### Port wiring, run 1

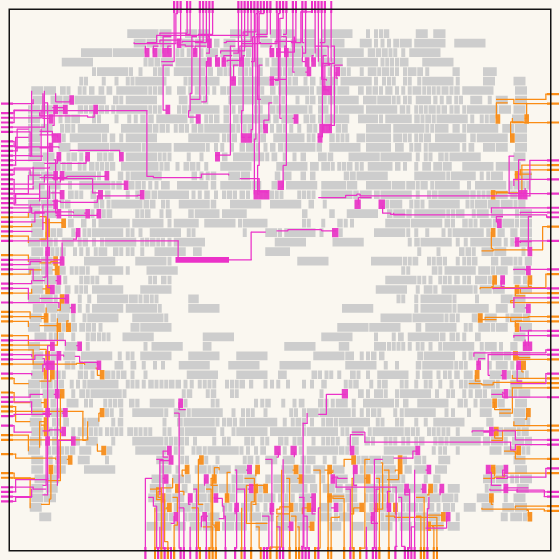
### Sequential cells coloured by netlist name, run 1

Other sequential cells in the stronger grey, the rest of the logic in the fainter grey.
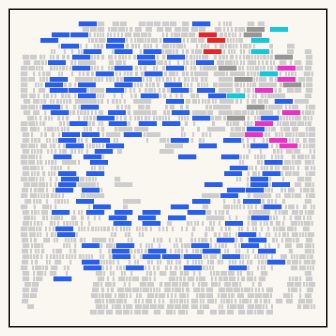
### Signal metal coverage by tile, run 1

The die is cut into 31 by 31 equal tiles; black is low, pale yellow is high, scaled to the fullest tile. Values are wire area over tile area, all layers added.
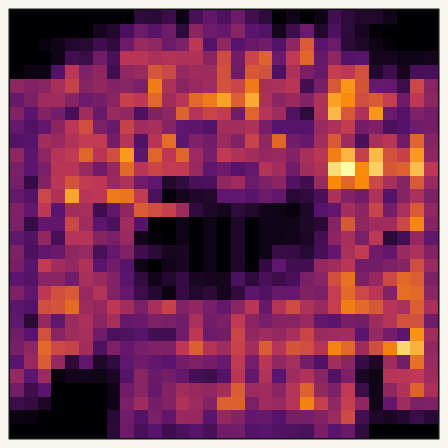
## src/rtl/debug_latch_tx.sv

```systemverilog
// debug_latch_tx: transmit side of the MIPS debug unit.
// Snapshots one pipeline latch, sends it LSB byte first, then the ready char.
module debug_latch_tx #(
    parameter int         IF_ID_SIZE  = 32,
    parameter int         ID_EX_SIZE  = 129,
    parameter int         EX_MEM_SIZE = 77,
    parameter int         MEM_WB_SIZE = 71,
    parameter logic [7:0] READY_CHAR  = 8'h52,
    parameter int         MAX_BYTES   = 17
) (
    input  logic                   i_clk,
    input  logic                   i_rst_n,
    input  logic                   i_start,
    input  logic [1:0]             i_sel,
    input  logic [IF_ID_SIZE-1:0]  i_if_id,
    input  logic [ID_EX_SIZE-1:0]  i_id_ex,
    input  logic [EX_MEM_SIZE-1:0] i_ex_mem,
    input  logic [MEM_WB_SIZE-1:0] i_mem_wb,
    input  logic                   i_tx_done,
    output logic                   o_tx_start,
    output logic [7:0]             o_tx_data,
    output logic                   o_busy,
    output logic                   o_done
);

    localparam int BUF_W = MAX_BYTES * 8;
    localparam int CNT_W = $clog2(MAX_BYTES + 1);

    localparam logic [CNT_W-1:0] IF_ID_N  = CNT_W'((IF_ID_SIZE + 7) / 8);
    localparam logic [CNT_W-1:0] ID_EX_N  = CNT_W'((ID_EX_SIZE + 7) / 8);
    localparam logic [CNT_W-1:0] EX_MEM_N = CNT_W'((EX_MEM_SIZE + 7) / 8);
    localparam logic [CNT_W-1:0] MEM_WB_N = CNT_W'((MEM_WB_SIZE + 7) / 8);

    typedef enum logic [2:0] {
        S_IDLE,
        S_LOAD,
        S_SEND,
        S_WAIT,
        S_TRAIL,
        S_TWAIT,
        S_DONE
    } state_t;

    state_t           state;
    logic [BUF_W-1:0] shbuf;
    logic [CNT_W-1:0] nbytes;
    logic [CNT_W-1:0] idx;
    logic [CNT_W-1:0] idx_nxt;
    logic [BUF_W-1:0] snap;
    logic [CNT_W-1:0] snap_n;

    assign idx_nxt = idx + CNT_W'(1);

    // Zero-extended image of the selected latch and its byte count.
    always_comb begin
        snap   = '0;
        snap_n = IF_ID_N;
        case (i_sel)
            2'd0: begin
                snap   = BUF_W'(i_if_id);
                snap_n = IF_ID_N;
            end
            2'd1: begin
                snap   = BUF_W'(i_id_ex);
                snap_n = ID_EX_N;
            end
            2'd2: begin
                snap   = BUF_W'(i_ex_mem);
                snap_n = EX_MEM_N;
            end
            default: begin
                snap   = BUF_W'(i_mem_wb);
                snap_n = MEM_WB_N;
            end
        endcase
    end

    // Dump sequencer; the buffer shifts right so the next byte is always [7:0].
    always_ff @(posedge i_clk or negedge i_rst_n) begin
        if (!i_rst_n) begin
            state      <= S_IDLE;
            shbuf      <= '0;
            nbytes     <= '0;
            idx        <= '0;
            o_tx_start <= 1'b0;
            o_tx_data  <= 8'h00;
            o_busy     <= 1'b0;
            o_done     <= 1'b0;
        end else begin
            o_tx_start <= 1'b0;
            o_done     <= 1'b0;
            case (state)
                S_IDLE: begin
                    if (i_start) begin
                        shbuf  <= snap;
                        nbytes <= snap_n;
                        o_busy <= 1'b1;
                        state  <= S_LOAD;
                    end
                end
                S_LOAD: begin
                    idx        <= '0;
                    o_tx_data  <= shbuf[7:0];
                    shbuf      <= shbuf >> 8;
                    o_tx_start <= 1'b1;
                    state      <= S_SEND;
                end
                S_SEND: begin
                    state <= S_WAIT;
                end
                S_WAIT: begin
                    if (i_tx_done) begin
                        idx        <= idx_nxt;
                        o_tx_start <= 1'b1;
                        if (idx_nxt == nbytes) begin
                            o_tx_data <= READY_CHAR;
                            state     <= S_TRAIL;
                        end else begin
                            o_tx_data <= shbuf[7:0];
                            shbuf     <= shbuf >> 8;
                            state     <= S_SEND;
                        end
                    end
                end
                S_TRAIL: begin
                    state <= S_TWAIT;
                end
                S_TWAIT: begin
                    if (i_tx_done) begin
                        o_done <= 1'b1;
                        o_busy <= 1'b0;
                        state  <= S_DONE;
                    end
                end
                S_DONE: begin
                    state <= S_IDLE;
                end
                default: begin
                    state <= S_IDLE;
                end
            endcase
        end
    end

endmodule
```

## config.mk

```make
export PLATFORM = sky130hd
export DESIGN_NAME = debug_latch_tx
export DESIGN_NICKNAME = d
export VERILOG_FILES = /design/src/rtl/debug_latch_tx.sv
export SDC_FILE = /design/constraint.sdc
export NUM_CORES = 1
export LEC_CHECK = 0
export ABC_AREA = 1
export CAP_MARGIN = 10
export CORE_MARGIN = 5
export CORE_UTILIZATION = 45
export CTS_CLUSTER_DIAMETER = 80
export DETAILED_ROUTE_END_ITERATION = 6
export PLACE_DENSITY = 0.88
export SLEW_MARGIN = 20
export SYNTH_ARGS = -nofsm -noshare
export SYNTH_HDL_FRONTEND = slang
export SYNTH_SLANG_ARGS = --single-unit
```

## constraint.sdc

```tcl
create_clock -name i_clk -period 2.5 [get_ports i_clk]
set_clock_uncertainty 0.05 [all_clocks]
set_input_delay 0.75 -clock i_clk [delete_from_list [all_inputs] [get_ports i_clk]]
set_output_delay 0.75 -clock i_clk [all_outputs]
set_load 0.01 [all_outputs]
```

==> job_summary.md, run 1 <==
### Flow metrics

| Metric | Value |
|---|---|
| Largest net degree at the start of global routing | `87` |
| Area share, top type | `between 40 and 50%` |
| Core ar. | `20900 sq um` |
| FFs & Latches | `about 150` |
| Fin worst setup slack | `approximately 0.24 ns` |
| H-Tree Depth | `4` |
| Psw | `about 0.0066 W` |
| CP top delay family | `buffers and inverters` |
| GR peak layer | `met2` |
| CP Capture Point | `shbuf[33]` |
| Initial Util | `about 45%` |
| Worst path bufs/invs | `3` |
| Mapped Nets | `~1800` |
| Global-route met1 utilization | `31.2%` |
| Inverters excl. clock | `24` |
| Non-clock buffer share | `28.1%` |
| Setup_tns | `0 ns` |
| Minimum clock period | `2.26 ns` |
| Synth Seq Share | `between 40% and 50%` |
| CTS Root Cell | `clkbuf_16` |
| Via count of the routed design | `approximately 11000` |
| Vias in the first global route | `10317` |
| Clock Sink Count | `153` |
| Via-per-instance ratio | `between 5 and 6` |
| RSZ-0062 raised after global routing | `false` |
| Setup violators final | `0` |
| Largest registers | `shbuf: 129 flops, o_tx_data: 8 flops` |
| Tap Cells | `275` |
| Met2 usage | `between 40% and 50%` |
| Area grow syn2layout | `44.2%` |
| Most instantiated cells after synthesis | `848 x nand2_1, 192 x nand3_1, 153 x dfrtp_1` |
| Post-route design area | `about 14000 sq um` |
| Fmax | `about 0.44 GHz` |
| Setup bufs post-CTS | `0` |
| WP depth | `10` |
| DR pass1 iterations | `7` |
| Reg2Reg Depth | `10` |
| Run status | `finished, final reports clean` |
| DP Area | `around 13000 sq um` |
| Total die size | `24000 sq um` |
| Top-count cell post-synth | `nand2_1` |
| Non-clk bufs | `around 370` |
| Dominant register cell | `dfrtp_1` |
| Worst Hold Slack | `0.160 ns` |
| ClkCell Share | `4.04%` |
| Top power group | `combinational logic` |
| Biggest area cells | `dfrtp_1 40%, nand2_1 34%, nand3_1 10%, o21ai_0 3.2%, buf_2 2.4%` |
| Yosys stat chip area | `roughly 9500 sq um` |
| Die H | `155 um` |
| Final WL | `31300 um` |
| CTS tree | `done` |
| Top class by area | `combinational gates` |
| Min-Delay Path Class | `input port to async pin` |
| Comb pwr share | `a little over half` |
| Actual slew at the worst max-slew pin | `between 0.6 and 0.7 ns` |
| Crit Path Max Fanout | `31` |
| Top cells excl fill/tap | `847 x nand2_1, 324 x clkdlybuf4s50_1, 192 x nand3_1` |
| Worst setup EP type | `flip-flop` |
| Critical path cell sequence | `inv_2, nor2_2, nand2_2, nand2_4, clkinv_2, buf_4, o21ai_0, nand2_1, nand3_1, nand2_1` |
| Pwr Density | `roughly 1000 nW/um^2` |
| Clk_buf instances | `18` |
| Hpwl dp | `22800 um` |
| Post-CTS sizing | `0` |
| Dominant comb cell | `simple AND/OR/NAND/NOR gates` |
| Simple share | `47.8%` |
| P_leak | `between 6 and 7 nW` |
| Cell count in the Yosys report | `~1500` |
| Internal power | `between 0.007 and 0.008 W` |
| DR WL met3 | `approximately 2600 um` |
| Routed len/inst | `15.3 um` |
| Post-Layout Cell Count | `approximately 2000` |
| First-pass GRT wire length | `50200 um` |
| Comb area share | `36.6%` |
| Inserted Clock Buffers | `17` |
| Xor/xnor share | `0%` |
| Post-synth EDFFs | `0` |
| Die Wd | `approximately 160 um` |
| Peak VDD IR | `roughly 860 uV` |
| Endpoints failing hold | `0` |
-- 'Port wiring' (at the start) --
[magenta] `i_id_ex` | bits: 129 | direction: input | edge: 43 west, 35 north, 30 south, 21 east | end cells: 129 | buffers: 129 | wire: 3420 um
[orange] `i_mem_wb` | bits: 71 | direction: input | edge: 28 south, 22 west, 21 east | end cells: 71 | buffers: 71 | wire: 1430 um
IO Port Bufs: 325
IO Count: 326

-- 'Sequential cells coloured by netlist name' (at the start) --
[red] `state` | sequential cells: 3
[magenta] `o_tx_data` | sequential cells: 8
[cyan] `idx` | sequential cells: 5 | where: north-east
[blue] `shbuf` | sequential cells: 129 | where: all over the die
not coloured: 8
Flop+latch power: 0.00401 W
Layout Utilization: 65.4%
flop share of the area: 28.0%
register area: 3830 sq um

-- 'Signal metal coverage by tile' (at the start) --
nearly empty tiles: 8.1%
fullest tile: 0.66
emptiest ninth of the die: centre

==> inputs of run 2 (changes only) <==
--- a/config.mk
+++ b/config.mk
@@ -8,10 +8,10 @@
 export ABC_AREA = 1
 export CAP_MARGIN = 10
 export CORE_MARGIN = 5
-export CORE_UTILIZATION = 45
+export CORE_UTILIZATION = 35
 export CTS_CLUSTER_DIAMETER = 80
 export DETAILED_ROUTE_END_ITERATION = 6
-export PLACE_DENSITY = 0.88
+export PLACE_DENSITY = 0.72
 export SLEW_MARGIN = 20
 export SYNTH_ARGS = -nofsm -noshare
 export SYNTH_HDL_FRONTEND = slang
### Signal metal coverage by tile, run 2

The die is cut into 35 by 35 equal tiles; black is low, pale yellow is high, scaled to the fullest tile. Values are wire area over tile area, all layers added.
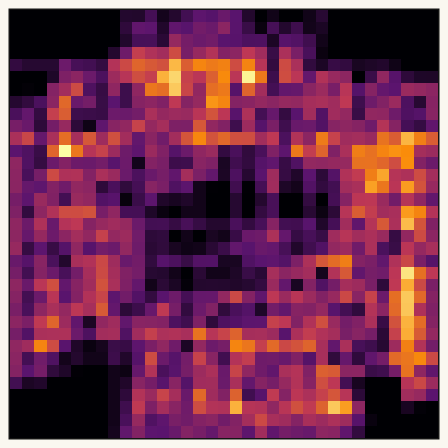
emptiest ninth of the die: centre
nearly empty tiles: 14%
mean over tiles: 0.17
Tot GR Track Use: 20.9%
routed len/inst: 15.0 um

### Port wiring, run 2

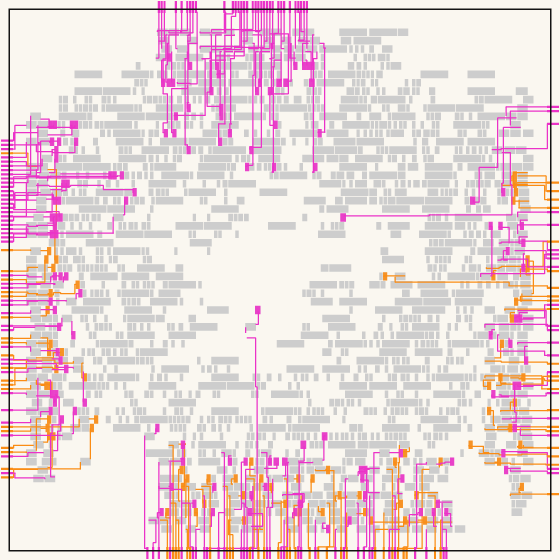
[magenta] `i_id_ex` | bits: 129 | direction: input | edge: 42 west, 34 south, 33 north, 20 east | end cells: 129 | buffers: 129 | wire: 3630 um
[orange] `i_mem_wb` | bits: 71 | direction: input | edge: 30 south, 21 east, 20 west | end cells: 71 | buffers: 71 | wire: 1580 um

==> run 2 against run 1 <==
Sequential share of layout area fell by 0.36 points. Synthesized area did not move. Register-to-register slack barely moved. Critical endpoint is now shbuf[46]. Largest cell class unchanged.
==> job_summary.md, run 2 <==
### Flow metrics

| Metric | Value |
|---|---|
| Run status | `finished, final reports clean (unchanged)` |
| Initial Util | `35.3% (was 45.3%)` |
| Clock net power | `0.00251 W (was 0.00243 W)` |
| Worst Hold Slack | `0.213 ns (was 0.160 ns)` |
| CP Capture Point | `shbuf[46] (was shbuf[33])` |
| DRC violations left | `0 (unchanged)` |
| CTS Root Cell | `clkbuf_16 (unchanged)` |
| Met2 usage | `35.8% (was 43.9%)` |
| Sw Share | `45.4% (was 46.0%)` |
| Min-Delay Path Class | `input port to async pin (unchanged)` |
| Largest registers | `shbuf: 129 flops, o_tx_data: 8 flops (unchanged)` |
| FFs & Latches | `153 (unchanged)` |
| Fmax | `0.442 GHz (was 0.443 GHz)` |
| Peak VDD IR | `1360 uV (was 860 uV)` |
| Met3 Resource Use GR | `4.50% (was 6.37%)` |
| Minimum clock period | `2.26 ns (about the same)` |
| Dominant comb cell | `simple AND/OR/NAND/NOR gates (unchanged)` |
| ANT nets after route | `0 (unchanged)` |
| Pwr Density | `1030 nW/um^2 (was 1050 nW/um^2)` |
| Xor/xnor share | `0% (unchanged)` |
| Worst setup EP type | `flip-flop (unchanged)` |
| Req. time, crit path | `2.80 ns (was 2.74 ns)` |
| Non-clock buffer share | `28.4% (was 28.1%)` |
| Via-per-instance ratio | `4.94 (was 5.19)` |
| Relative slew slack | `61.3% (was 59.0%)` |
| Area grow syn2layout | `46.1% (was 44.2%)` |
| Critical path class | `flip-flop to flip-flop (unchanged)` |
| Vias in the first global route | `10504 (was 10317)` |
| First-pass GRT wire length | `52700 um (was 50200 um)` |
| Comb pwr share | `54.6% (was 54.9%)` |
| DP Area | `13300 sq um (was 13100 sq um)` |
| Dominant register cell | `dfrtp_1 (unchanged)` |
| Hpwl dp | `23300 um (was 22800 um)` |
| Worst Path Arrival | `2.56 ns (was 2.50 ns)` |
| CTS tree | `done (unchanged)` |
| Synth area leader | `dfrtp_1 (unchanged)` |
| WP depth | `12 (was 10)` |
| P_leak | `6.71 nW (was 6.63 nW)` |
| Post-CTS sizing | `0 (unchanged)` |
| Flop share of the area | `27.7% (was 28.0%)` |
| Longest Clk Path Bufs | `2 (unchanged)` |
| Simple share | `47.8% (unchanged)` |
| Crit path launch type | `flip-flop (unchanged)` |
| Flop+latch power | `0.00399 W (was 0.00401 W)` |
| Tap Cells | `341 (was 275)` |
| # diodes | `1 (unchanged)` |
| IO Port Bufs | `325 (unchanged)` |
| Crit Path Max Fanout | `83 (was 31)` |
| Core ar. | `26800 sq um (was 20900 sq um)` |
| Share of cells above drive strength 1 | `5.51% (was 5.08%)` |
| Post-synth cell types | `23 (unchanged)` |
| WL met1 | `13700 um (was 12400 um)` |
| RD Place Congestion | `0.862 (was 0.842)` |
| GRT Residual Overflow | `0 (unchanged)` |
| Post-synthesis mux area share | `0% (unchanged)` |
| Clock Sink Count | `153 (unchanged)` |
| Fin worst setup slack | `0.238 ns (was 0.243 ns)` |
| Synth Cell Area | `9470 sq um (unchanged)` |
| Comb area share | `36.1% (was 36.6%)` |
| Final Slew Violations | `0 (unchanged)` |
| Endpoints failing hold | `0 (unchanged)` |
| Die Wd | `174 um (was 155 um)` |
| RSZ-0062 raised after global routing | `false (unchanged)` |
| Via count of the routed design | `10474 (was 10627)` |
| Setup_tns | `0 ns (unchanged)` |
| Internal power | `0.00782 W (was 0.00771 W)` |
| Setup violators final | `0 (unchanged)` |
| Die H | `174 um (was 155 um)` |
| Post-Layout Cell Count | `2119 (was 2046)` |
| Reg2Reg Depth | `12 (was 10)` |
| Reg power frac | `27.9% (was 28.1%)` |
| Layout Utilization | `51.6% (was 65.4%)` |
| Top-count cell post-synth | `nand2_1 (unchanged)` |
| Post-Synth AOI/OAI Area | `4.36% (unchanged)` |
| Synth Seq Share | `40.4% (unchanged)` |
| Final #Nets | `2082 (was 2074)` |
| Actual slew at the worst max-slew pin | `0.580 ns (was 0.615 ns)` |
| Ys flops | `153 (unchanged)` |
| Final WL | `31900 um (was 31300 um)` |
| Largest Register | `shbuf (unchanged)` |
| Cell count in the Yosys report | `1475 (unchanged)` |
| Post-route design area | `13800 sq um (was 13700 sq um)` |
| Register area | `3830 sq um (unchanged)` |
| Mapped Nets | `1791 (unchanged)` |
| Post-synth EDFFs | `0 (unchanged)` |
| H-Tree Depth | `4 (unchanged)` |
| Post-place setup slack | `-0.0955 ns (was -0.0506 ns)` |
| Yosys stat chip area | `9470 sq um (unchanged)` |
| Top class by area | `combinational gates (unchanged)` |
| Slowest CP cell | `dfrtp_1 (unchanged)` |
| IO Count | `326 (unchanged)` |
| Most instantiated cells after synthesis | `848 x nand2_1, 192 x nand3_1, 153 x dfrtp_1 (unchanged)` |
| Area share, top type | `40.4% (unchanged)` |
| ClkCell Share | `4.07% (was 4.04%)` |
| Largest net degree at the start of global routing | `86 (was 87)` |
| Inverters excl. clock | `24 (unchanged)` |
| Clk_buf instances | `18 (unchanged)` |
| Worst path bufs/invs | `2 (was 3)` |
| CP top delay family | `simple AND/OR/NAND/NOR gates (was buffers and inverters)` |
| Global-route met1 utilization | `26.6% (was 31.2%)` |
| Top power group | `combinational logic (unchanged)` |
| Overall power | `0.0143 W (about the same)` |
| Placed Instances | `2088 (was 2014)` |
| Syn Area/Cell | `6.42 sq um (unchanged)` |
| Non-clk bufs | `378 (was 370)` |
| Adder share | `0.132% (unchanged)` |
| Comb area | `4990 sq um (unchanged)` |
| Psw | `0.00650 W (was 0.00656 W)` |
| Inserted Clock Buffers | `17 (unchanged)` |
| Setup bufs post-CTS | `0 (unchanged)` |
| Critical path startpoint | `idx[0] (was state[1])` |
| Biggest area cells | `dfrtp_1 40%, nand2_1 34%, nand3_1 10%, o21ai_0 3.2%, buf_2 2.4% (unchanged)` |
| First DRT Iteration DRCs | `707 (was 789)` |
| DR pass1 iterations | `6 (was 7)` |
| Row count | `60 (was 53)` |
| Met2 wire len | `15500 um (was 15700 um)` |
| Top cells excl fill/tap | `847 x nand2_1, 324 x clkdlybuf4s50_1, 192 x nand3_1 (unchanged)` |
| Total die size | `30400 sq um (was 24000 sq um)` |
| Critical path cell sequence | `ha_1, inv_1, nand2_1, nand2_1, nor2_1, nand2_1, nor2_1, nand4_4, nand2_4, buf_12, nand2_1, nand2_1 (was inv_2, nor2_2, nand2_2, nand2_4, clkinv_2, buf_4, o21ai_0, nand2_1, nand3_1, nand2_1)` |
| DR WL met3 | `1970 um (was 2570 um)` |
| GR peak layer | `met2 (unchanged)` |
| Reg-to-reg slack, setup | `0.24 ns (about the same)` |
### Sequential cells coloured by netlist name, run 2

Other sequential cells in the stronger grey, the rest of the logic in the fainter grey.
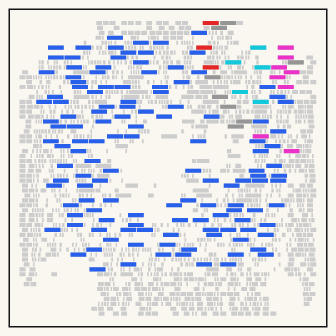
[magenta] `o_tx_data` | sequential cells: 8 | where: north-east
[blue] `shbuf` | sequential cells: 129
[cyan] `idx` | sequential cells: 5 | where: north-east
[red] `state` | sequential cells: 3

Power and IR drop assume default switching activity.
